--- src/rtl/ocr_rx_packer.sv ---
// ---------------------------------------------------------------------------
// ocr_rx_packer
//
// Receives right-aligned, NULL-padded character segments from the OCR engine,
// keeps only accepted characters (digits, plus uppercase letters when the
// OCR_RX_ALPHA_EN macro is defined), packs them into FILO words and pushes the
// words out. When the image ends, any partial word is flushed and done is
// raised until final_image drops.
//
// Configuration macro:
//   OCR_RX_ALPHA_EN  defined   -> 'A'-'Z' are accepted as well as '0'-'9'
//                    undefined -> only '0'-'9' are accepted
//
// Ports:
//   clk_in        clock
//   rst           synchronous active-high reset
//   char_output   input segment, char i at [CHAR_WIDTH*i +: CHAR_WIDTH]
//   valid_output  segment valid (single-cycle pulse)
//   seg_ready     high only in IDLE
//   final_image   end-of-image level
//   clear_buff    synchronous soft clear (same effect as rst)
//   data_to_filo  packed word
//   push_filo     word valid
//   filo_ready    FILO can accept
//   result_lc     accepted-character count, saturating at 255
//   ocr_rx_done   flush complete, held until final_image falls
//   overflow      sticky, a character was dropped at capacity
//   seg_dropped   one-cycle pulse, segment offered while seg_ready=0
//   dbg_state     current FSM state (IDLE=0 SCAN=1 PUSH=2 FLUSH=3 DONE=4)
//
// Handshakes: a segment is taken on a cycle where valid_output && seg_ready;
// a word is transferred on a cycle where push_filo && filo_ready, and
// push_filo/data_to_filo stay stable until that transfer happens.
// ---------------------------------------------------------------------------
module ocr_rx_packer #(
  parameter int MAX_OUT_L = 8,
  parameter int CHAR_WIDTH = 8,
  parameter int WORD_CHARS = 4,
  parameter int MAX_CHARS = 32,
  parameter logic [CHAR_WIDTH-1:0] NULL_CHAR = '0
) (
  input  logic                             clk_in,
  input  logic                             rst,
  input  logic [MAX_OUT_L*CHAR_WIDTH-1:0]  char_output,
  input  logic                             valid_output,
  output logic                             seg_ready,
  input  logic                             final_image,
  input  logic                             clear_buff,
  output logic [WORD_CHARS*CHAR_WIDTH-1:0] data_to_filo,
  output logic                             push_filo,
  input  logic                             filo_ready,
  output logic [7:0]                       result_lc,
  output logic                             ocr_rx_done,
  output logic                             overflow,
  output logic                             seg_dropped,
  output logic [2:0]                       dbg_state
);

  localparam int SEG_W  = MAX_OUT_L * CHAR_WIDTH;
  localparam int ACC_W  = WORD_CHARS * CHAR_WIDTH;
  localparam int IDX_W  = $clog2(MAX_OUT_L + 1);
  localparam int FILL_W = $clog2(WORD_CHARS + 1);
  localparam int TOT_W  = $clog2(MAX_CHARS + 1);

  localparam logic [CHAR_WIDTH-1:0] CH_DIG_LO = CHAR_WIDTH'(8'h30);
  localparam logic [CHAR_WIDTH-1:0] CH_DIG_HI = CHAR_WIDTH'(8'h39);
`ifdef OCR_RX_ALPHA_EN
  localparam logic [CHAR_WIDTH-1:0] CH_UC_LO  = CHAR_WIDTH'(8'h41);
  localparam logic [CHAR_WIDTH-1:0] CH_UC_HI  = CHAR_WIDTH'(8'h5A);
`endif

  typedef enum logic [2:0] {
    S_IDLE  = 3'd0,
    S_SCAN  = 3'd1,
    S_PUSH  = 3'd2,
    S_FLUSH = 3'd3,
    S_DONE  = 3'd4
  } state_e;

  state_e            state_q, state_d;
  logic [SEG_W-1:0]  seg_q, seg_d;
  logic [IDX_W-1:0]  idx_q, idx_d;
  logic [ACC_W-1:0]  acc_q, acc_d;
  logic [FILL_W-1:0] fill_q, fill_d;
  logic [TOT_W-1:0]  total_q, total_d;
  logic              from_flush_q, from_flush_d;
  logic              seg_ready_q, seg_ready_d;
  logic              push_filo_q, push_filo_d;
  logic [ACC_W-1:0]  data_q, data_d;
  logic [7:0]        result_lc_q, result_lc_d;
  logic              done_q, done_d;
  logic              overflow_q, overflow_d;
  logic              seg_dropped_q, seg_dropped_d;

  logic [CHAR_WIDTH-1:0] cur_ch;
  logic                  cur_accept;
  logic [ACC_W-1:0]      flush_word;

  // Character at the current scan index; NULL once the index runs off the end.
  always_comb begin
    cur_ch = NULL_CHAR;
    for (int i = 0; i < MAX_OUT_L; i++) begin
      if (idx_q == IDX_W'(i)) cur_ch = seg_q[i*CHAR_WIDTH +: CHAR_WIDTH];
    end
  end

  always_comb begin
    cur_accept = (cur_ch >= CH_DIG_LO) && (cur_ch <= CH_DIG_HI);
`ifdef OCR_RX_ALPHA_EN
    cur_accept = cur_accept || ((cur_ch >= CH_UC_LO) && (cur_ch <= CH_UC_HI));
`endif
  end

  // The accumulator is already right-aligned; unoccupied upper slots become
  // NULL_CHAR so the result is correct even for a non-zero NULL_CHAR.
  always_comb begin
    flush_word = '0;
    for (int s = 0; s < WORD_CHARS; s++) begin
      if (s < int'(fill_q)) flush_word[s*CHAR_WIDTH +: CHAR_WIDTH] = acc_q[s*CHAR_WIDTH +: CHAR_WIDTH];
      else                  flush_word[s*CHAR_WIDTH +: CHAR_WIDTH] = NULL_CHAR;
    end
  end

  always_comb begin
    state_d      = state_q;
    seg_d        = seg_q;
    idx_d        = idx_q;
    acc_d        = acc_q;
    fill_d       = fill_q;
    total_d      = total_q;
    from_flush_d = from_flush_q;
    data_d       = data_q;
    result_lc_d  = result_lc_q;
    overflow_d   = overflow_q;

    case (state_q)
      S_IDLE: begin
        // A segment wins over final_image; final_image is seen again on return.
        if (valid_output) begin
          seg_d   = char_output;
          idx_d   = '0;
          state_d = S_SCAN;
        end else if (final_image) begin
          state_d = S_FLUSH;
        end
      end
      S_SCAN: begin
        if ((idx_q == IDX_W'(MAX_OUT_L)) || (cur_ch == NULL_CHAR)) begin
          state_d = S_IDLE;
        end else begin
          if (cur_accept) begin
            if (total_q < TOT_W'(MAX_CHARS)) begin
              acc_d   = (acc_q << CHAR_WIDTH) | ACC_W'(cur_ch);
              fill_d  = fill_q + FILL_W'(1);
              total_d = total_q + TOT_W'(1);
              if (result_lc_q != 8'hFF) result_lc_d = result_lc_q + 8'd1;
            end else begin
              overflow_d = 1'b1;
            end
          end
          // Index advances now so that scanning resumes at the next character
          // after a push.
          idx_d = idx_q + IDX_W'(1);
          if (fill_d == FILL_W'(WORD_CHARS)) begin
            data_d       = acc_d;
            from_flush_d = 1'b0;
            state_d      = S_PUSH;
          end
        end
      end
      S_PUSH: begin
        if (filo_ready) begin
          fill_d  = '0;
          acc_d   = '0;
          state_d = from_flush_q ? S_DONE : S_SCAN;
        end
      end
      S_FLUSH: begin
        if (fill_q != '0) begin
          data_d       = flush_word;
          from_flush_d = 1'b1;
          state_d      = S_PUSH;
        end else begin
          state_d = S_DONE;
        end
      end
      S_DONE: begin
        if (!final_image) begin
          total_d      = '0;
          result_lc_d  = '0;
          overflow_d   = 1'b0;
          from_flush_d = 1'b0;
          state_d      = S_IDLE;
        end
      end
      default: state_d = S_IDLE;
    endcase
  end

  // Status outputs are registered from the next state so they line up with it.
  always_comb begin
    seg_ready_d   = (state_d == S_IDLE);
    push_filo_d   = (state_d == S_PUSH);
    done_d        = (state_d == S_DONE);
    seg_dropped_d = valid_output && !seg_ready_q;
  end

  always_ff @(posedge clk_in) begin
    if (rst || clear_buff) begin
      state_q       <= S_IDLE;
      seg_q         <= '0;
      idx_q         <= '0;
      acc_q         <= '0;
      fill_q        <= '0;
      total_q       <= '0;
      from_flush_q  <= 1'b0;
      seg_ready_q   <= 1'b1;
      push_filo_q   <= 1'b0;
      data_q        <= '0;
      result_lc_q   <= '0;
      done_q        <= 1'b0;
      overflow_q    <= 1'b0;
      seg_dropped_q <= 1'b0;
    end else begin
      state_q       <= state_d;
      seg_q         <= seg_d;
      idx_q         <= idx_d;
      acc_q         <= acc_d;
      fill_q        <= fill_d;
      total_q       <= total_d;
      from_flush_q  <= from_flush_d;
      seg_ready_q   <= seg_ready_d;
      push_filo_q   <= push_filo_d;
      data_q        <= data_d;
      result_lc_q   <= result_lc_d;
      done_q        <= done_d;
      overflow_q    <= overflow_d;
      seg_dropped_q <= seg_dropped_d;
    end
  end

  assign seg_ready    = seg_ready_q;
  assign push_filo    = push_filo_q;
  assign data_to_filo = data_q;
  assign result_lc    = result_lc_q;
  assign ocr_rx_done  = done_q;
  assign overflow     = overflow_q;
  assign seg_dropped  = seg_dropped_q;
  assign dbg_state    = state_q;

endmodule

--- config.mk ---
export PLATFORM = sky130hd
export DESIGN_NAME = ocr_rx_packer
export DESIGN_NICKNAME = d
export VERILOG_FILES = /design/src/rtl/ocr_rx_packer.sv
export SDC_FILE = /design/constraint.sdc
export NUM_CORES = 1
export LEC_CHECK = 0
export CAP_MARGIN = 10
export CORE_UTILIZATION = 49
export DETAILED_ROUTE_END_ITERATION = 12
export PLACE_DENSITY = 0.74
export SETUP_SLACK_MARGIN = 0.2
export SLEW_MARGIN = 5
export SYNTH_ARGS = -nofsm -noshare
export SYNTH_HDL_FRONTEND = slang
export SYNTH_SLANG_ARGS = --single-unit
--- constraint.sdc ---
create_clock -name clk_in -period 5.6 [get_ports clk_in]
set_input_delay 1.12 -clock clk_in [delete_from_list [all_inputs] [get_ports clk_in]]
set_output_delay 1.12 -clock clk_in [all_outputs]
set_load 0.01 [all_outputs]
==> results.toml <==
# generated from flow reports
[cells_and_area]
clockNetworkAreaShare = 0.0643
area_growth_pct = 23.5
logic_gates = 711
diodes = 0
combGateArea_um2 = 3990
nClkBuffers = 18
ff_count = 158
n_fill_cell = 1341
regMostFlops = "seg_q"
instances_no_fill = 1223
buffers_excl_clock = 125
layout_top_cells = "242 x nand2_1, 158 x dfxtp_1, 157 x a21oi_1, 117 x clkdlybuf4s50_1"
largest_reg_flops = 64
regArea_um2 = 3160
seq_share = 0.341
design_area_um2 = 9270
fin_nets = 1104
nonClkBufAreaFrac = 0.134
comb_share = 0.430
layout_top_cell = "nand2_1"
drive_gt1_frac = 0.0606

[worst_setup_path]
startpoint_type = "flip-flop"
critPathBufInv = 2
r2r_setup_slack_ns = 1.44
r2r-end = "data_to_filo[12]"
slowest_stage = "ha_1"
worst_path_most_repeated_cell = "mux2i_1"
crit_path_end_kind = "flip-flop"
worstPathArrival_ns = 4.51
path_class = "flip-flop to flip-flop"
r2r_cells = 10
crit_path_cell_trace = "inv_1 -> ha_1 -> a221oi_1 -> or4_4 -> a2111oi_4 -> o211a_1 -> mux2i_1 -> a22oi_2 -> buf_4 -> mux2i_1"
cp_top_family = "AND-OR/OR-AND gates"

[sta]
finClkSkew_ns = 0.00981
rsz0062_at_grt = "false"
hold-worst-slack_ns = 0.434
tightestPinTransition_ns = 0.866
slew_headroom = 0.423
min_period_ns = 4.16
hold_violations = 0
fin_setup_tns_ns = 0
fin_ws_ns = 1.44
period_used_share = 0.743
fmax_mhz = 240
setup_viol = 0
slew_violations = 0

[place]
dp.cells = 1190
port-buffer-count = 117
dp_hpwl_um = 12100
gp_congestion = 0.903
dp_slack_ns = 1.53
post_dp_cell_area_um2 = 8650

[route]
routedWlPerCell_um = 14.9
top_layer_used = "met4"
dr.pass1.iters = 5
drt-initial-drc-count = 508
vias_per_cell = 5.52
wl_met2_um = 8690
ant_nets = 0
vias = 6756
finalWirelength_um = 18300
met1_length_um = 8520
wl_met3_um = 821
drc_errors = 0

[clock_network]
cts_setup_buffers = 0
htreeDepth = 4
cts_tree = "done"
cts_resized = 0
cts_made_buffers = 17
clockRootBuffer = "clkbuf_16"
cts_hold_buffers = 0
clock_sinks = 158
clock_tree.buffer_depth = 2
clk_latency_ns = 0.43
path_clk_slew_ns = 0.06

[synth]
synthTopCellsByArea = "dfxtp_1 42%, nand2_1 12%, a21oi_1 10%"
ys_seq_share = 0.421
edf_count = 0
synth-main-ff-cell = "dfxtp_1"
netlist.area_leader.share = 0.421
synth_nets = 1039
synth_top_cell_by_count = "nand2_1"
numSynthFlops = 158
synth.largest_area_cell = "dfxtp_1"
synth_cell_types = 66
synth_warnings = 0
yosysCellCount = 961
syn-cell-area_um2 = 7500
ys_area_um2 = 7500
synth_cells = 961
synthArstFlopShare = 0

[grt]
grt_max_degree = 68
grt_pass1_wl_um = 30300
grt_pass1_vias = 6008
antenna_found_initial = 0
grt.overflow.total = 0

[pwr]
power-top-group = "the clock network"
total_power_mw = 2.48
ir_drop_v = 0.000232
power_clock_mw = 1.16
clockPowerShare = 0.468
comb_power_mw = 0.166
powerSeq_mw = 1.15
swShare = 0.228
power_switching_mw = 0.565
p_leak_nw = 3.42
seq_power_share = 0.465
powerDensity_nw_per_um2 = 268

[floorplanning]
io_pins = 118
die_area_um2 = 15800
fp.dieH_um = 126
core_area_um2 = 14800
taps = 184
floorplan.rows = 44
fp-utilization = 0.509
die_w_um = 126

[worst_hold_path]
min_from = "seg_ready"
hold_depth = 1
hold_path_end = "seg_dropped"

[status]
status = "completed"

[flow_run]
drv_cap = 0
## logic make-up (layout without fill, tap and decap cells)
group,count (synthesis),after routing,share of synthesized area
multiplexers,42,42,0.0569
flip-flops,158,158,0.421
XOR/XNOR,4,4,0.00467
buffers and inverters,92,170,0.0502
AND-OR/OR-AND,248,248,0.196
AND/OR/NAND/NOR,409,409,0.258
adder cells (fa/ha/maj),8,8,0.0133
## how the worst max path moves through the flow
stage / start / end / slack, ns / depth (start not counted)
floorplan: idx_q[1] / acc_q[2] / 2.59 / 13
global placement: idx_q[1] / data_to_filo[16] / 1.66 / 10
detailed placement: idx_q[1] / data_to_filo[12] / 1.53 / 10
CTS: idx_q[1] / data_to_filo[12] / 1.47 / 10
global route: idx_q[1] / data_to_filo[28] / 1.15 / 10
finish: idx_q[1] / data_to_filo[12] / 1.44 / 10
Signal wires by layer:
Bar = 50 um. Two of the layers only.
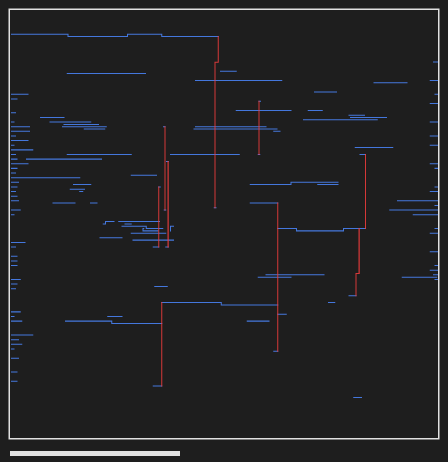
| layer | colour | wire length |
|---|---|---|
| metal 4 | red | 245 um |
| metal 3 | blue | 821 um |

Where the registers sit:
Bar = 50 um.
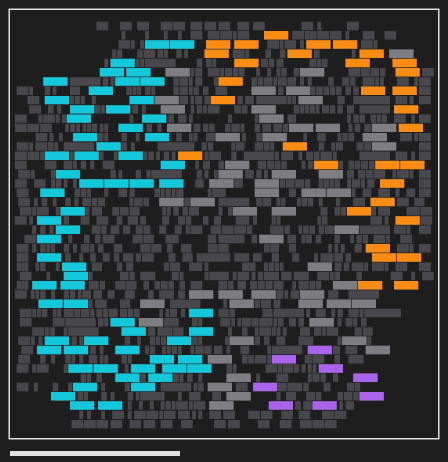
| name in the netlist | colour | placed flops |
|---|---|---|
| `data_to_filo` | orange | 32 |
| `result_lc` | purple | 8 |
| `seg_q` | cyan | 64 |
not coloured: 54

Congestion heat map:
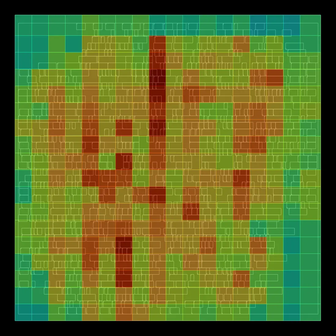
final core utilization: 0.628
Most Crowded Layer GR: met2
Overall Global Routing Usage: 0.238
met1 Use GR: 0.318
GR Layer Usage met2: 0.390

Cell classes on the final placement:
Bar = 50 um.
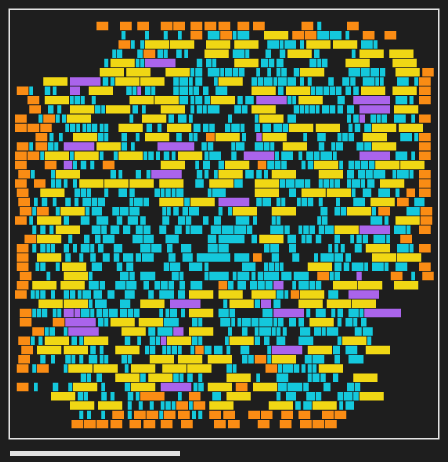
| class | colour | cells |
|---|---|---|
| combinational and other logic | cyan | 724 |
| flops | yellow | 158 |
| other buffers and delay cells | orange | 125 |
| clock drivers and dummy loads | purple | 32 |

No activity file was given, so power comes from the tool's default toggle rates.
